`config.mk`:
```
export PLATFORM = sky130hd
export DESIGN_NAME = alu_rr_sched
export DESIGN_NICKNAME = d
export VERILOG_FILES = /design/src/rtl/alu_pkg.sv /design/src/rtl/rr_pick.sv /design/src/rtl/alu_rr_sched.sv
export SDC_FILE = /design/constraint.sdc
export NUM_CORES = 1
export LEC_CHECK = 0
export CORE_MARGIN = 2
export CORE_UTILIZATION = 40
export DETAILED_ROUTE_END_ITERATION = 8
export GPL_TIMING_DRIVEN = 0
export PLACE_DENSITY = 0.83
export SYNTH_ARGS = -nofsm -noshare
export SYNTH_HDL_FRONTEND = slang
export SYNTH_SLANG_ARGS = --single-unit
```
`constraint.sdc`:
```
create_clock -name clk -period 6.1 [get_ports clk]
set_input_delay 1.22 -clock clk [delete_from_list [all_inputs] [get_ports clk]]
set_output_delay 1.22 -clock clk [all_outputs]
set_load 0.1 [all_outputs]
```
`src/rtl/alu_pkg.sv`:
```
// Shared types and defaults for the round-robin ALU scheduler.
package alu_pkg;
  localparam int ALU_DATA_W = 16;
  localparam int ALU_OP_W   = 2;
  localparam int CNT_W      = 3;

  typedef enum logic [1:0] {
    IDLE = 2'd0,
    EXEC = 2'd1,
    CAPT = 2'd2
  } state_t;
endpackage

```
`src/rtl/rr_pick.sv`:
```
// Combinational round-robin picker: first set request at or above ptr, wrapping.
module rr_pick #(
  parameter int NREQ = 4,
  parameter int PW   = 2
) (
  input  logic [NREQ-1:0] req,
  input  logic [PW-1:0]   ptr,
  output logic [NREQ-1:0] onehot,
  output logic [PW-1:0]   idx,
  output logic            any
);
  logic [PW-1:0] j;

  always_comb begin
    onehot = '0;
    idx    = '0;
    any    = 1'b0;
    j      = '0;
    for (int i = 0; i < NREQ; i++) begin
      j = PW'((int'(ptr) + i) % NREQ);
      if (!any && req[j]) begin
        any       = 1'b1;
        idx       = j;
        onehot[j] = 1'b1;
      end
    end
  end
endmodule

```
`src/rtl/alu_rr_sched.sv`:
```
// Round-robin scheduler time-sharing one registered ALU among NREQ requesters.
// Handshake: a requester holds req until it sees its done pulse and drops it by the
// following cycle; req is only sampled in IDLE, and gnt stays high for the whole transaction.
module alu_rr_sched
  import alu_pkg::*;
#(
  parameter int NREQ    = 4,
  parameter int DATA_W  = ALU_DATA_W,
  parameter int OP_W    = ALU_OP_W,
  parameter int ALU_LAT = 1
) (
  input  logic                   clk,
  input  logic                   reset,
  input  logic [NREQ-1:0]        req,
  input  logic [NREQ*DATA_W-1:0] req_a,
  input  logic [NREQ*DATA_W-1:0] req_b,
  input  logic [NREQ*OP_W-1:0]   req_op,
  output logic [NREQ-1:0]        gnt,
  output logic [NREQ-1:0]        done,
  output logic [DATA_W-1:0]      result,
  output logic                   busy,
  output logic [DATA_W-1:0]      alu_a,
  output logic [DATA_W-1:0]      alu_b,
  output logic [OP_W-1:0]        alu_op,
  input  logic [DATA_W-1:0]      alu_y,
  output state_t                 dbg_state
);
  localparam int PW = (NREQ > 1) ? $clog2(NREQ) : 1;

  state_t            state_q, state_d;
  logic [CNT_W-1:0]  cnt_q, cnt_d;
  logic [PW-1:0]     ptr_q, ptr_d;
  logic [PW-1:0]     win_q, win_d;
  logic [NREQ-1:0]   gnt_q, gnt_d;
  logic [NREQ-1:0]   done_q, done_d;
  logic              busy_q, busy_d;
  logic [DATA_W-1:0] result_q, result_d;
  logic [DATA_W-1:0] alu_a_q, alu_a_d;
  logic [DATA_W-1:0] alu_b_q, alu_b_d;
  logic [OP_W-1:0]   alu_op_q, alu_op_d;

  logic [NREQ-1:0]   pick_onehot;
  logic [PW-1:0]     pick_idx;
  logic              pick_any;

  rr_pick #(.NREQ(NREQ), .PW(PW)) u_pick (
    .req    (req),
    .ptr    (ptr_q),
    .onehot (pick_onehot),
    .idx    (pick_idx),
    .any    (pick_any)
  );

  always_comb begin
    state_d  = state_q;
    cnt_d    = cnt_q;
    ptr_d    = ptr_q;
    win_d    = win_q;
    gnt_d    = gnt_q;
    done_d   = done_q;
    busy_d   = busy_q;
    result_d = result_q;
    alu_a_d  = alu_a_q;
    alu_b_d  = alu_b_q;
    alu_op_d = alu_op_q;
    case (state_q)
      IDLE: begin
        if (pick_any) begin
          state_d  = EXEC;
          gnt_d    = pick_onehot;
          win_d    = pick_idx;
          busy_d   = 1'b1;
          cnt_d    = CNT_W'(ALU_LAT);
          alu_a_d  = req_a[int'(pick_idx)*DATA_W +: DATA_W];
          alu_b_d  = req_b[int'(pick_idx)*DATA_W +: DATA_W];
          alu_op_d = req_op[int'(pick_idx)*OP_W +: OP_W];
        end
      end
      EXEC: begin
        // Counting down to zero gives y one full cycle past its ALU register edge.
        if (cnt_q == '0) begin
          state_d  = CAPT;
          result_d = alu_y;
          done_d   = gnt_q;
        end else begin
          cnt_d = cnt_q - CNT_W'(1);
        end
      end
      CAPT: begin
        state_d = IDLE;
        done_d  = '0;
        gnt_d   = '0;
        busy_d  = 1'b0;
        ptr_d   = (win_q == PW'(NREQ-1)) ? '0 : win_q + PW'(1);
      end
      default: state_d = IDLE;
    endcase
  end

  always_ff @(posedge clk or negedge reset) begin
    if (!reset) begin
      state_q  <= IDLE;
      cnt_q    <= '0;
      ptr_q    <= '0;
      win_q    <= '0;
      gnt_q    <= '0;
      done_q   <= '0;
      busy_q   <= 1'b0;
      result_q <= '0;
      alu_a_q  <= '0;
      alu_b_q  <= '0;
      alu_op_q <= '0;
    end else begin
      state_q  <= state_d;
      cnt_q    <= cnt_d;
      ptr_q    <= ptr_d;
      win_q    <= win_d;
      gnt_q    <= gnt_d;
      done_q   <= done_d;
      busy_q   <= busy_d;
      result_q <= result_d;
      alu_a_q  <= alu_a_d;
      alu_b_q  <= alu_b_d;
      alu_op_q <= alu_op_d;
    end
  end

  assign gnt       = gnt_q;
  assign done      = done_q;
  assign busy      = busy_q;
  assign result    = result_q;
  assign alu_a     = alu_a_q;
  assign alu_b     = alu_b_q;
  assign alu_op    = alu_op_q;
  assign dbg_state = state_q;
endmodule

```
Run 1, where the registers sit:
Bar = 20 um. Other sequential cells in the stronger gray, the rest of the logic in the fainter gray.
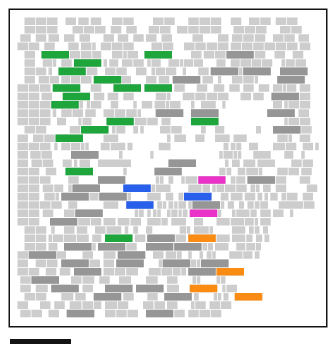
legend:
  blue:
    netlist_name: cnt_q
    flops: 3
  magenta:
    netlist_name: ptr_q
    flops: 2
  orange:
    netlist_name: done
    flops: 4
  green:
    netlist_name: alu_b
    flops: 16

Run 1, the metal 4 layer:
Bar = 20 um.
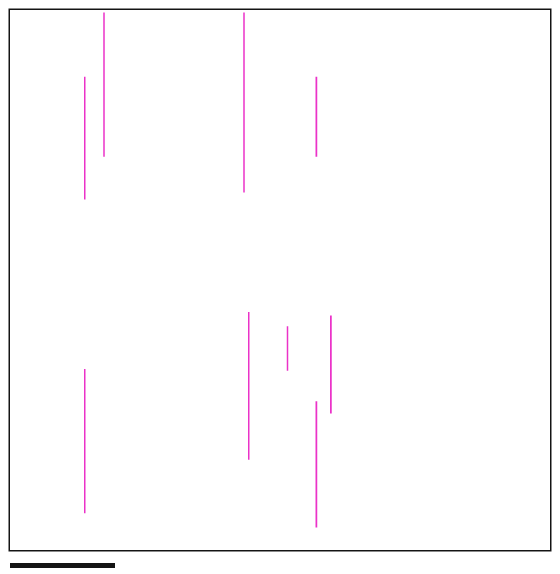
main direction: vertical
wire length on this layer: 205 um
nets with wire on the layer: 9
share of all routed wire: 1.6%
longest straight run: 34.0 um

==> flow_summary.json, run 1 <==
{
  "gr-max-usage-layer": "met2",
  "gp_routability_congestion": 0.8523,
  "grt_max_degree": 69,
  "grt_antenna_before_repair": 0,
  "crit_path_top_delay_cell": "sky130_fd_sc_hd__o211ai_1",
  "numSynthFlops": 68,
  "endpoint_kind": "flop",
  "place_area_um2": 6233,
  "fmax_mhz": 269.3,
  "rr_endpoint": "alu_a[1]$_DFFE_PN0P_",
  "finalCoreUtilization": 0.6672,
  "first_pass_grt_wire_length_mm": 19.25,
  "via_count": 3754,
  "rsz0062_at_grt": "false",
  "critical_path.n_buffers_inverters": 3,
  "design.die.area_um2": 10600,
  "compound_area_frac": 0.1405,
  "detailedPlacementHpwl_mm": 9.945,
  "holdCritPathClass": "reg2reg",
  "netlist_logic_family_top": "multiplexers",
  "globalRoute.totalOverflow": 0,
  "yosys.cell_count.top_type": "sky130_fd_sc_hd__mux2i_1",
  "placementRows": 36,
  "routed_wire_length_per_instance_um": 17.29,
  "postSynthCellCount": 363,
  "timing.final.crit_share": 0.6087,
  "ys_area_um2": 3918,
  "avgViaCountPerCell": 5.164,
  "yosys-top-cells-area": "sky130_fd_sc_hd__dfrtp_1 (43%), sky130_fd_sc_hd__mux2i_1 (18%), sky130_fd_sc_hd__o221ai_1 (7.4%)",
  "drt_pass1_iterations": 4,
  "tritoncts_clock_tree": "yes",
  "post_cts_setup_buffers": 0,
  "worst_pin_slew_ns": 1.032,
  "criticalPathCategory": "in2reg",
  "reg2reg_from": "ptr_q[0]$_DFFE_PN0P_",
  "area.growth.synth_to_final_pct": 64.16,
  "highest-signal-layer": "met4",
  "n_antenna_cell": 0,
  "timing.critical_path.cells": "clkdlybuf4s50_1 > buf_2 > and3b_1 > o211ai_2 > nand3_1 > o211ai_1 > clkbuf_1 > o221ai_1",
  "outcome": "finished, final reports clean",
  "min_to": "cnt_q[0]$_DFFE_PN0P_",
  "post_synth_and_or_nand_nor_area_fraction": 0.09550,
  "initCoreUtil": 0.4064,
  "yosys_cell_count": 363,
  "critPathArrivalTime_ns": 3.90,
  "cp-startpoint": "req[1]"
}
Run 1, gate families picked out:
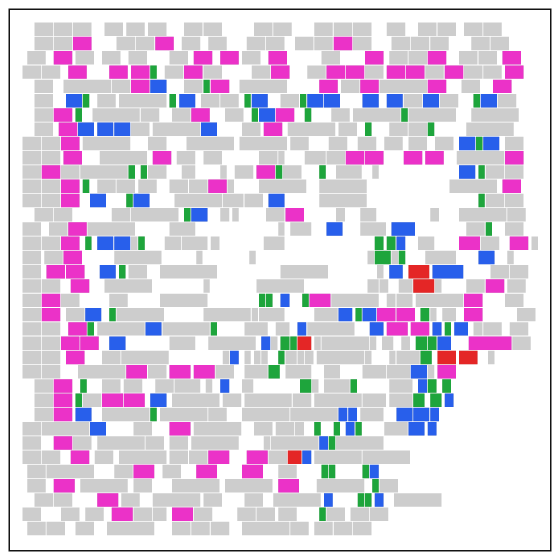
legend:
  magenta:
    family: mux cells
    cells: 92
    where: widely spread
  green:
    family: nand cells
    cells: 67
    where: widely spread
  blue:
    family: aoi and oai cells
    cells: 64
    where: widely spread
  red:
    family: non-inverting ao/oa cells
    cells: 6
commonest non-fill, non-tap cell in the layout: sky130_fd_sc_hd__clkdlybuf4s50_1
final cell count without fillers: 727
fraction of standard cell area in multi-input logic: 0.3179

## run 1: area by class of cell
| cell class | count | area (um^2) | area share |
|---|---|---|---|
| multi-input combinational | 260 | 2044 | 0.3179 |
| tap | 133 | 166.4 | 0.02588 |
| clock buffer | 9 | 123.9 | 0.01926 |
| inverter | 7 | 26.28 | 0.004086 |
| sequential | 68 | 1702 | 0.2646 |
| clock inverter | 7 | 73.82 | 0.01148 |
| buffer | 28 | 145.1 | 0.02257 |
| timing repair buffer | 215 | 2150 | 0.3342 |
## run 1: sequential cells by signal (all words and copies together), names as in the netlist
name	flops
alu_op	2
done	4
dbg_state	2
alu_b	16
ptr_q	2
result	16
busy	1
alu_a	16
gnt	4
win_q	2
cnt_q	3
Run 1, signal wires by layer:
Two of the layers only.
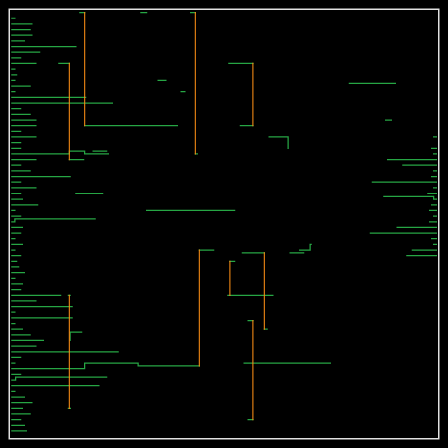

--- run 2 (diff from run 1) ---
--- a/config.mk
+++ b/config.mk
@@ -6,10 +6,10 @@
 export NUM_CORES = 1
 export LEC_CHECK = 0
 export CORE_MARGIN = 2
-export CORE_UTILIZATION = 40
+export CORE_UTILIZATION = 39
 export DETAILED_ROUTE_END_ITERATION = 8
 export GPL_TIMING_DRIVEN = 0
-export PLACE_DENSITY = 0.83
+export PLACE_DENSITY = 0.81
 export SYNTH_ARGS = -nofsm -noshare
 export SYNTH_HDL_FRONTEND = slang
 export SYNTH_SLANG_ARGS = --single-unit
==> constraint.sdc (replaced) <==
create_clock -name clk -period 3.8 [get_ports clk]
set_input_delay 0.76 -clock clk [delete_from_list [all_inputs] [get_ports clk]]
set_output_delay 0.76 -clock clk [all_outputs]
set_load 0.1 [all_outputs]
Run 2, signal wires by layer:
Two of the layers only.
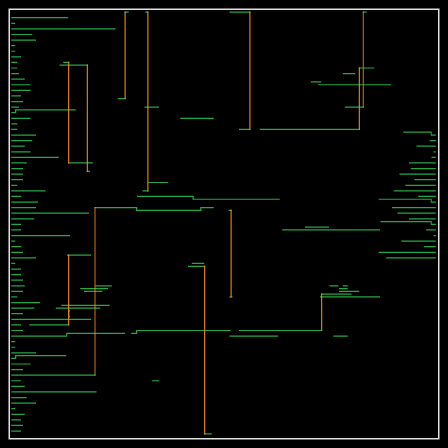
legend:
  green:
    layer: metal 3
    wire_length: 884 um
  orange:
    layer: metal 4
    wire_length: 310 um

Run 2, gate families picked out:
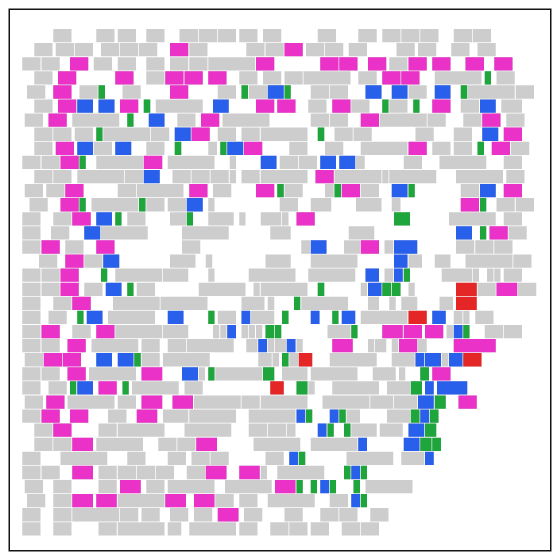
legend:
  magenta:
    family: mux cells
    cells: 92
    where: widely spread
  red:
    family: non-inverting ao/oa cells
    cells: 6
    where: right middle
  green:
    family: nand cells
    cells: 67
    where: widely spread
  blue:
    family: aoi and oai cells
    cells: 64
    where: widely spread
fraction of standard cell area in multi-input logic: 0.3189

==> run 2 against run 1 <==
Synthesized cell count is the same. Count of clock-buffer cells in the layout grew 1. Cell count is the same. Synthesized area is the same. Largest cell class unchanged. Final area shrank 0.31%. Via count grew 3.3%. Sequential share of layout area grew 0.083 points. Sequential cell count is the same. Critical path depth grew 2. Core utilization shrank 1.1 points. Register-to-register slack lost 2.3 ns.
==> flow_summary.json, run 2 <==
{
  "outcome": "finished, final reports clean",
  "routed_wire_length_per_instance_um": 17.79,
  "critical_path.n_buffers_inverters": 4,
  "post_cts_setup_buffers": 0,
  "sequential_cell_area_um2": 1702,
  "cp-startpoint": "ptr_q[0]$_DFFE_PN0P_",
  "endpoint_kind": "flop",
  "wl_mm": 12.93,
  "n_antenna_cell": 0,
  "criticalPathCategory": "reg2reg",
  "final_layout_top_logic_cell": "sky130_fd_sc_hd__clkdlybuf4s50_1",
  "first_pass_grt_wire_length_mm": 21.16,
  "numSynthFlops": 68,
  "largestClassByArea": "non-clock buffers",
  "clock_buffers": 10,
  "critical-path-top-delay-family": "buffers and inverters",
  "logic_area_um2": 2044,
  "initCoreUtil": 0.4008,
  "area.growth.synth_to_final_pct": 63.65,
  "yosys_cell_count": 363,
  "fin_ws_ns": 0.4435,
  "seq-cell-share": 0.2654,
  "nonClkBufAreaFrac": 0.3579,
  "non_clock_inverter_count": 7,
  "reg2reg_from": "ptr_q[0]$_DFFE_PN0P_",
  "timing.final.crit_share": 0.8833,
  "holdCritPathClass": "reg2reg",
  "grt_antenna_before_repair": 0,
  "finalCoreUtilization": 0.6559,
  "min_to": "cnt_q[0]$_DFFE_PN0P_",
  "detailedPlacementHpwl_mm": 10.45,
  "grt_max_degree": 69,
  "worst_pin_slew_ns": 1.054,
  "rr_endpoint": "alu_a[15]$_DFFE_PN0P_",
  "rsz0062_at_grt": "false",
  "ys_area_um2": 3918,
  "postSynthCellCount": 363,
  "gp_routability_congestion": 0.8576,
  "final-clk-cell-share": 0.02771,
  "timing.critical_path.cells": "buf_2 > buf_4 > inv_2 > ha_1 > nor3_1 > nand4b_1 > nand3_1 > o211ai_1 > clkbuf_1 > o221ai_1",
  "yosys.cell_count.top_type": "sky130_fd_sc_hd__mux2i_1",
  "critPathArrivalTime_ns": 3.54,
  "avgViaCountPerCell": 5.334,
  "layout.cells.non_filler": 727,
  "tritoncts_clock_tree": "yes",
  "fmax_mhz": 297.9,
  "num-multi-input-gates": 260,
  "layout.sequential_cells": 68
}
-- run 2: layer usage --
| layer | vias up | global-route usage | wire length [um] |
|---|---|---|---|
| li1 | 1797 | - | - |
| met1 | 1882 | 0.2931 | 4951 |
| met2 | 175 | 0.4337 | 6786 |
| met3 | 24 | 0.06516 | 883 |
| met4 | 0 | 0.07722 | 310 |
| met5 | - | 0 | 0 |
-- run 2: cells by family after synthesis --
logic type,Yosys count,share of synthesized area
multiplexers,92,0.2443
XOR/XNOR,2,0.006389
buffers and inverters,35,0.04375
flip-flops,68,0.4344
AND/OR/NAND/NOR,85,0.09550
adder cells (fa/ha/maj),11,0.03513
AND-OR/OR-AND,70,0.1405
Run 2, routing congestion:
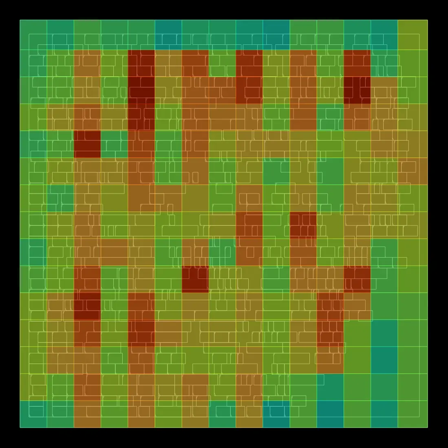

--- run 3 (diff from run 2) ---
--- a/config.mk
+++ b/config.mk
@@ -5,11 +5,12 @@
 export SDC_FILE = /design/constraint.sdc
 export NUM_CORES = 1
 export LEC_CHECK = 0
+export ABC_AREA = 1
 export CORE_MARGIN = 2
-export CORE_UTILIZATION = 39
+export CORE_UTILIZATION = 40
 export DETAILED_ROUTE_END_ITERATION = 8
 export GPL_TIMING_DRIVEN = 0
-export PLACE_DENSITY = 0.81
+export PLACE_DENSITY = 0.79
 export SYNTH_ARGS = -nofsm -noshare
 export SYNTH_HDL_FRONTEND = slang
 export SYNTH_SLANG_ARGS = --single-unit
Run 3, routing congestion:
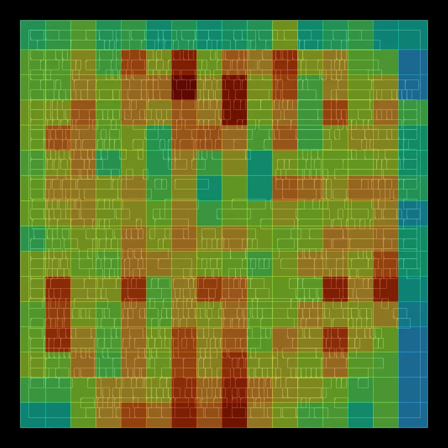
overall fraction of global-route tracks in use: 0.2348
GRT met1 Usage: 0.2786
utilization after layout: 0.6434

Run 3, signal wires by layer:
Two of the layers only.
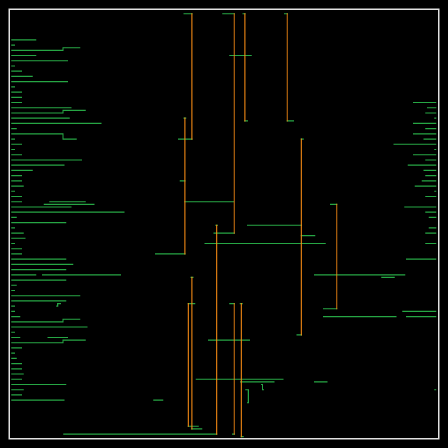
Detailed Route WL: 14.27 mm
Via Count: 5011
routed wirelength normalized by instance count: 13.18 um

==> run 3 against run 2 <==
Synthesized area up 18%. Synthesized cell count up 94%. Via count up 29%. Register-to-register slack better by 0.64 ns. Non-clock buffer count up 6. Hold slack worse by 0.14 ns. Cell count up 49%. Global-route usage down 1.2 points. Highest routed layer unchanged.
==> flow_summary.json, run 3 <==
{
  "outcome": "finished, final reports clean",
  "criticalPathCategory": "reg2reg",
  "ys_sh_xor": 0.001895,
  "timing.critical_path.cells": "inv_1 > ha_1 > inv_1 > nand3_2 > nand2_2 > a21oi_1 > nand2_2 > clkbuf_1 > nand3_1 > nand3_1 > nand2_1 > nand2_1 > nand2_1",
  "rsz0062_at_grt": "false",
  "critPathArrivalTime_ns": 2.93,
  "worst_pin_slew_ns": 1.058,
  "synth_adder_area_share": 0.02979,
  "design.die.area_um2": 12430,
  "post_synth_and_or_nand_nor_area_fraction": 0.4064,
  "rr_endpoint": "alu_a[4]$_DFFE_PN0P_",
  "place_area_um2": 7007,
  "globalRoute.totalOverflow": 0,
  "wl_met3_um": 919,
  "endpoint_kind": "flop",
  "fin_ws_ns": 1.088,
  "yosys-top-cells-area": "sky130_fd_sc_hd__dfrtp_1 (37%), sky130_fd_sc_hd__nand2_1 (19%), sky130_fd_sc_hd__nand3_1 (14%)",
  "grt.met3_usage": 0.05444,
  "initCoreUtil": 0.4064,
  "n_antenna_cell": 0,
  "layout.cells.non_filler": 1083,
  "grt_util_met2": 0.4053,
  "gr-max-usage-layer": "met2",
  "fmax_mhz": 368.7,
  "critical_path.n_buffers_inverters": 3,
  "ys_area_um2": 4621,
  "post_cts_setup_buffers": 0,
  "met2_length_mm": 6.916,
  "compound_area_frac": 0.03981,
  "timing.final.crit_share": 0.7137,
  "numSynthFlops": 68,
  "tritoncts_clock_tree": "yes",
  "highest-signal-layer": "met4",
  "yosys.cell_count.top_type": "sky130_fd_sc_hd__nand2_1",
  "reg2reg_from": "ptr_q[1]$_DFFE_PN0P_",
  "drt_pass1_iterations": 4,
  "postSynthCellCount": 705,
  "avgViaCountPerCell": 4.627,
  "critical-path-top-delay-family": "simple AND/OR/NAND/NOR gates"
}
## run 3: netlist changes by cell type after synthesis, sizes merged, moves of 6 or more
cell    before  now
or2          0   19
mux2i       72    0
inv          7  144
clkbuf      18    9
nand2b       6    0
nand3        7  130
o221ai      33    0
mux2        19    0
nand2       53  249
buf         10   21
nor2         8   17
## run 3: final cells by class
| cell class | instances | area [um^2] |
|---|---|---|
| fillers | 1050 | 4054 |
| multi-input cells | 462 | 2208 |
| repair buffers | 219 | 2207 |
| flip-flops and latches | 68 | 1702 |
| inverters | 145 | 549.3 |
| clock buffers | 9 | 225.2 |
| well taps | 143 | 178.9 |
| plain buffers | 30 | 161.4 |
| clock inverters | 7 | 83.83 |
